Fig. 1: routed clock nets over the placement
Scale: 6 px per µm.
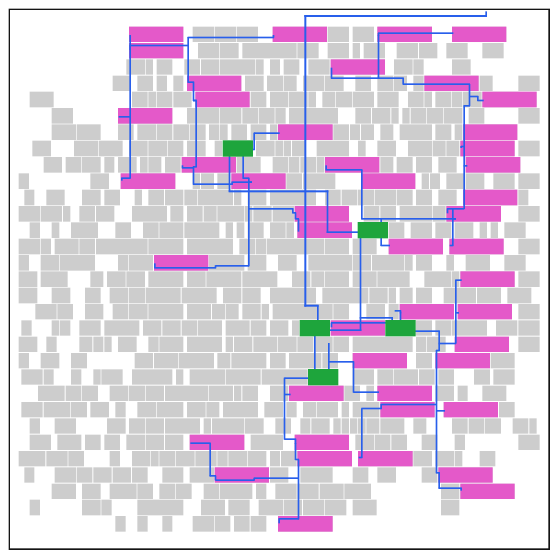
Fig. 2: the clock network
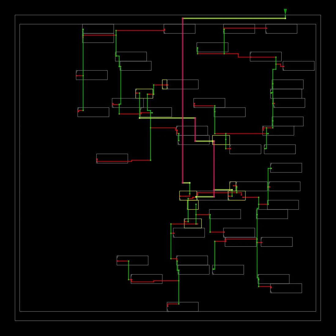
Fig. 3: M3 wires
Scale: 6 px per µm.
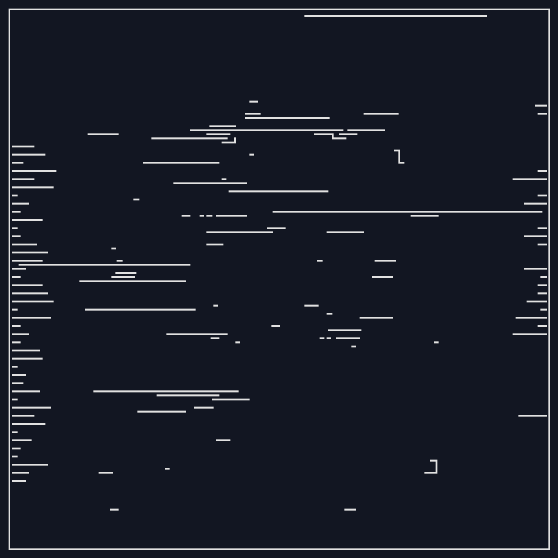
Fig. 4: routed metal, one color a layer
Scale: 3 px per µm.
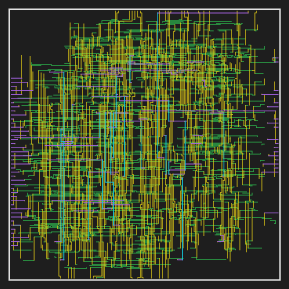
--- config.mk ---
export PLATFORM = sky130hd
export DESIGN_NAME = hazard_stall_unit
export DESIGN_NICKNAME = d
export VERILOG_FILES = /design/src/rtl/hazard_stall_unit.sv
export SDC_FILE = /design/constraint.sdc
export NUM_CORES = 1
export LEC_CHECK = 0
export CAP_MARGIN = 0
export CORE_UTILIZATION = 43
export DETAILED_ROUTE_END_ITERATION = 8
export PLACE_DENSITY_LB_ADDON = 0.3
export SYNTH_ARGS = -nofsm -noshare
export SYNTH_HDL_FRONTEND = slang
export SYNTH_SLANG_ARGS = --single-unit
--- constraint.sdc ---
create_clock -name clk -period 2.2 [get_ports clk]
set_input_delay 0.33 -clock clk [delete_from_list [all_inputs] [get_ports clk]]
set_output_delay 0.33 -clock clk [all_outputs]
set_load 0.01 [all_outputs]
--- src/rtl/hazard_stall_unit.sv ---
// Decode-stage hazard detection: picks the youngest forwarding stage per source,
// stalls on too-young loads and on a busy multicycle unit, and counts stall cycles.
module hazard_stall_unit #(
    parameter int POST_DEC_LD  = 3,
    parameter int LOAD_LATENCY = 2,
    parameter int NUM_SRC      = 3,
    parameter int REG_W        = 5,
    parameter int MC_LATENCY   = 8,
    parameter int CNT_W        = 32
) (
    input  logic                           clk,
    input  logic                           rst,
    input  logic                           dec_valid,
    input  logic [NUM_SRC*REG_W-1:0]       dec_src,
    input  logic [NUM_SRC-1:0]             dec_src_use,
    input  logic [REG_W-1:0]               dec_dst,
    input  logic                           dec_is_mc,
    input  logic [POST_DEC_LD-1:0]         pos_valid,
    input  logic [POST_DEC_LD-1:0]         pos_wr,
    input  logic [POST_DEC_LD-1:0]         pos_load,
    input  logic [POST_DEC_LD*REG_W-1:0]   pos_dst,
    input  logic                           flush,
    output logic [NUM_SRC*POST_DEC_LD-1:0] fwd_sel,
    output logic                           stall_pc,
    output logic [1:0]                     stall_cause,
    output logic                           stall_phase,
    output logic                           mc_busy,
    output logic [CNT_W-1:0]               stall_cycles
);

    localparam int MC_W = 8;

    logic [MC_W-1:0]  mcCnt_q, mcCnt_d;
    logic [REG_W-1:0] mcDst_q, mcDst_d;
    logic             stallPhase_q;
    logic [CNT_W-1:0] stallCycles_q;

    logic loadHaz;
    logic mcDataHaz;
    logic mcHaz;
    logic mcHandoff;
    logic mcIssue;

    // Per source: first (youngest) matching stage wins the forward select; a load there
    // stalls only if its data is not yet forwardable from that stage.
    always_comb begin : matchComb
        logic             hit;
        logic [REG_W-1:0] srcReg;
        fwd_sel   = '0;
        loadHaz   = 1'b0;
        mcDataHaz = 1'b0;
        hit       = 1'b0;
        srcReg    = '0;
        for (int j = 0; j < NUM_SRC; j++) begin
            srcReg = dec_src[j*REG_W +: REG_W];
            hit    = 1'b0;
            for (int i = 0; i < POST_DEC_LD; i++) begin
                if (!hit && dec_valid && dec_src_use[j] && pos_valid[i] && pos_wr[i] &&
                    (pos_dst[i*REG_W +: REG_W] == srcReg) && (srcReg != '0)) begin
                    hit                       = 1'b1;
                    fwd_sel[j*POST_DEC_LD + i] = 1'b1;
                    if (pos_load[i] && ((i + 1) < LOAD_LATENCY)) begin
                        loadHaz = 1'b1;
                    end
                end
            end
            if (dec_src_use[j] && (srcReg != '0) && (srcReg == mcDst_q)) begin
                mcDataHaz = 1'b1;
            end
        end
    end

    // A new mc op may enter on the final busy cycle so the unit stays occupied without a
    // gap; readers of the mc result still wait until the unit is fully idle.
    always_comb begin
        mc_busy   = (mcCnt_q != '0);
        mcHandoff = (mcCnt_q == MC_W'(1));
        mcHaz     = dec_valid && mc_busy && ((dec_is_mc && !mcHandoff) || mcDataHaz);
        stall_pc  = (loadHaz || mcHaz) && !flush;
        stall_cause = {mcHaz && !flush, loadHaz && !flush};
        mcIssue   = dec_valid && dec_is_mc && !stall_pc && !flush;
    end

    always_comb begin
        mcCnt_d = mcCnt_q;
        mcDst_d = mcDst_q;
        if (mcIssue) begin
            mcCnt_d = MC_W'(MC_LATENCY);
            mcDst_d = dec_dst;
        end else if (mc_busy) begin
            mcCnt_d = mcCnt_q - MC_W'(1);
        end
    end

    always_ff @(posedge clk or posedge rst) begin
        if (rst) begin
            mcCnt_q       <= '0;
            mcDst_q       <= '0;
            stallPhase_q  <= 1'b0;
            stallCycles_q <= '0;
        end else begin
            mcCnt_q      <= mcCnt_d;
            mcDst_q      <= mcDst_d;
            stallPhase_q <= stall_pc;
            if (stall_pc) begin
                stallCycles_q <= stallCycles_q + CNT_W'(1);
            end
        end
    end

    assign stall_phase  = stallPhase_q;
    assign stall_cycles = stallCycles_q;

endmodule
==> deck_impl_summary.md <==
Key Metrics from the Run

Run status
  • Outcome: complete, but fails checks
  • Failing checks: setup timing

Logic synthesis
  • Post-synth top flop: dfrtp_1
  • YS warnings: 0
  • Synthesized cell area: 3310 µm²
  • Area figure in the yosys stat output: 3310 µm²
  • Avg Cell Area, Syn: 9.35 µm²
  • Post-synth EDFFs: 0

Power and ir drop
  • Max IR drop VDD: 0.299 mV

Timing
  • Fin. max-slew vios: 0
  • Final cycle utilization of the critical path: 1.17
  • Final setup violation count: 48
  • Worst setup margin: -380 ps
  • Worst-Margin Slew: 686 ps
  • Final hold violation count: 0

Clock network
  • Post-CTS Hold Buffers: 0
  • CTS Buffer Depth: 2
  • Htree depth: 2
  • Root Buffer: clkbuf_8

Final layout
  • Fillers: 453
  • Final non-filler cell total: 637
  • Net count, final: 592

Critical path
  • CP cell instances: or4_4, o41ai_4, o41ai_4, o31ai_4, buf_6, buf_6, buf_6, nand4_4, mux2_4
  • R2R Setup Slk: -380 ps
  • Startpoint Class: flop

Die
  • Core ar.: 7330 µm²
  • Die W: 89.7 µm

Run
  • OpenROAD warning count: 32

Detailed routing
  • Initial DRC Count: 165
  • Via density: 5.51
  • Wirelength, routed: 11600 µm

GRT
  • Vias in the first global route: 3575
Back to the opening pictures, Fig. 1:
clock wires -> blue  # length 605 µm
flip-flops -> magenta  # count 46
clock-net drivers -> green  # count 5
routed clock nets = 6

Back to the opening pictures, Fig. 2:
CLK BUF: 6
skew final: 16.3 ps
Clock net power: 0.000528 W
Seq cells: 46

Back to the opening pictures, Fig. 3:
share of all routed wire = 5.1%
longest straight run = 44.6 µm
main direction = horizontal
nets with wire on the layer = 101

Back to the opening pictures, Fig. 4:
M2 -> yellow  # wire length 5910 µm
M4 -> cyan  # wire length 438 µm
M1 -> green  # wire length 4660 µm
M3 -> purple  # wire length 597 µm

==> what timing repair did <==
action,4_1_cts,5_1_grt
setup endpoints to repair,55,54
cloned,0,1
buffers inserted,20,5
pin swaps,28,26
resized,161,58
==> stage by stage <==
stage / TNS, ps / cell area [µm²] / hold slack (ps) / utilization
floorplan: -2330 / 3430 / 462 / -
global placement: -35990 / 5020 / 455 / 0.685
detailed placement: -37630 / 5020 / 461 / 0.685
CTS: -17350 / 5390 / 477 / 0.735
global route: -16330 / 5620 / 509 / 0.767
finish: -13520 / 5620 / 474 / 0.767
==> how the worst max path moves through the flow <==
| stage | start | slack [ps] | depth (start not counted) | to |
|---|---|---|---|---|
| floorplan | dec_src[13] | -130 | 8 | stall_cycles[1] |
| global placement | dec_src[5] | -830 | 8 | stall_cause[1] |
| detailed placement | dec_src[5] | -860 | 8 | stall_cause[1] |
| CTS | mcCnt_q[5] | -480 | 9 | mcDst_q[0] |
| global route | mcCnt_q[5] | -450 | 10 | stall_cycles[22] |
| finish | mcCnt_q[5] | -380 | 9 | mcDst_q[0] |
==> cells in the mapped netlist, types with 7 or more instances <==
cell type / number
a2111oi_1: 7
a211oi_1: 19
and2_1: 7
buf_2: 17
dfrtp_1: 46
inv_1: 15
nand2_1: 32
nand3_1: 22
nand4_1: 10
nor2_1: 9
nor3_1: 10
nor4_1: 10
xnor2_1: 53
xor2_1: 39
==> registers in the layout, indices dropped and copies added, names as in the netlist <==
register,count
stall_cycles,32
mcDst_q,5
stall_phase,1
mcCnt_q,8
==> logic make-up after synthesis <==
kind of cell               after synthesis  share of synthesized area
and+or+nand+nor                        123                      0.202
xor gates and xnor gates                92                      0.243
DFF                                     46                      0.348
AOI/OAI and AO/OA                       44                      0.119
buffers and inverters                   39                     0.0529
muxes                                    7                     0.0234
adders and majority gates                3                     0.0113
==> report_power, final <==
| group | leakage (nW) | switching, W | total [W] | internal (W) |
|---|---|---|---|---|
| clock | 0.0452 | 0.000303 | 0.000528 | 0.000225 |
| sequential | 0.578 | 0.000111 | 0.00109 | 0.000981 |
| combinational | 1.96 | 0.000764 | 0.00158 | 0.000818 |
==> metal layers <==
layer	vias up	track usage
met5	-	0
met4	0	0.115
met3	44	0.0372
met2	155	0.497
met1	1703	0.340
li1	1611	-
==> area by class of cell <==
cell class	count	area, µm²	area share
clock inverters	2	13.8	0.00245
clock buffers	6	72.6	0.0129
inverters	15	56.3	0.0100
flip-flops and latches	46	1150	0.205
well taps	99	124	0.0220
multi-input cells	269	2440	0.434
repair buffers	200	1760	0.313
==> worst reg2reg max path: cells and delay by family (launching register included) <==
family,cells,cell delay [ps]
AND/OR/NAND/NOR,2,720
AND-OR/OR-AND,3,680
flip-flops,1,380
multiplexers,1,350
buffers and inverters,3,320
Power figures rest on the tool's default switching activity, not on a simulated workload.
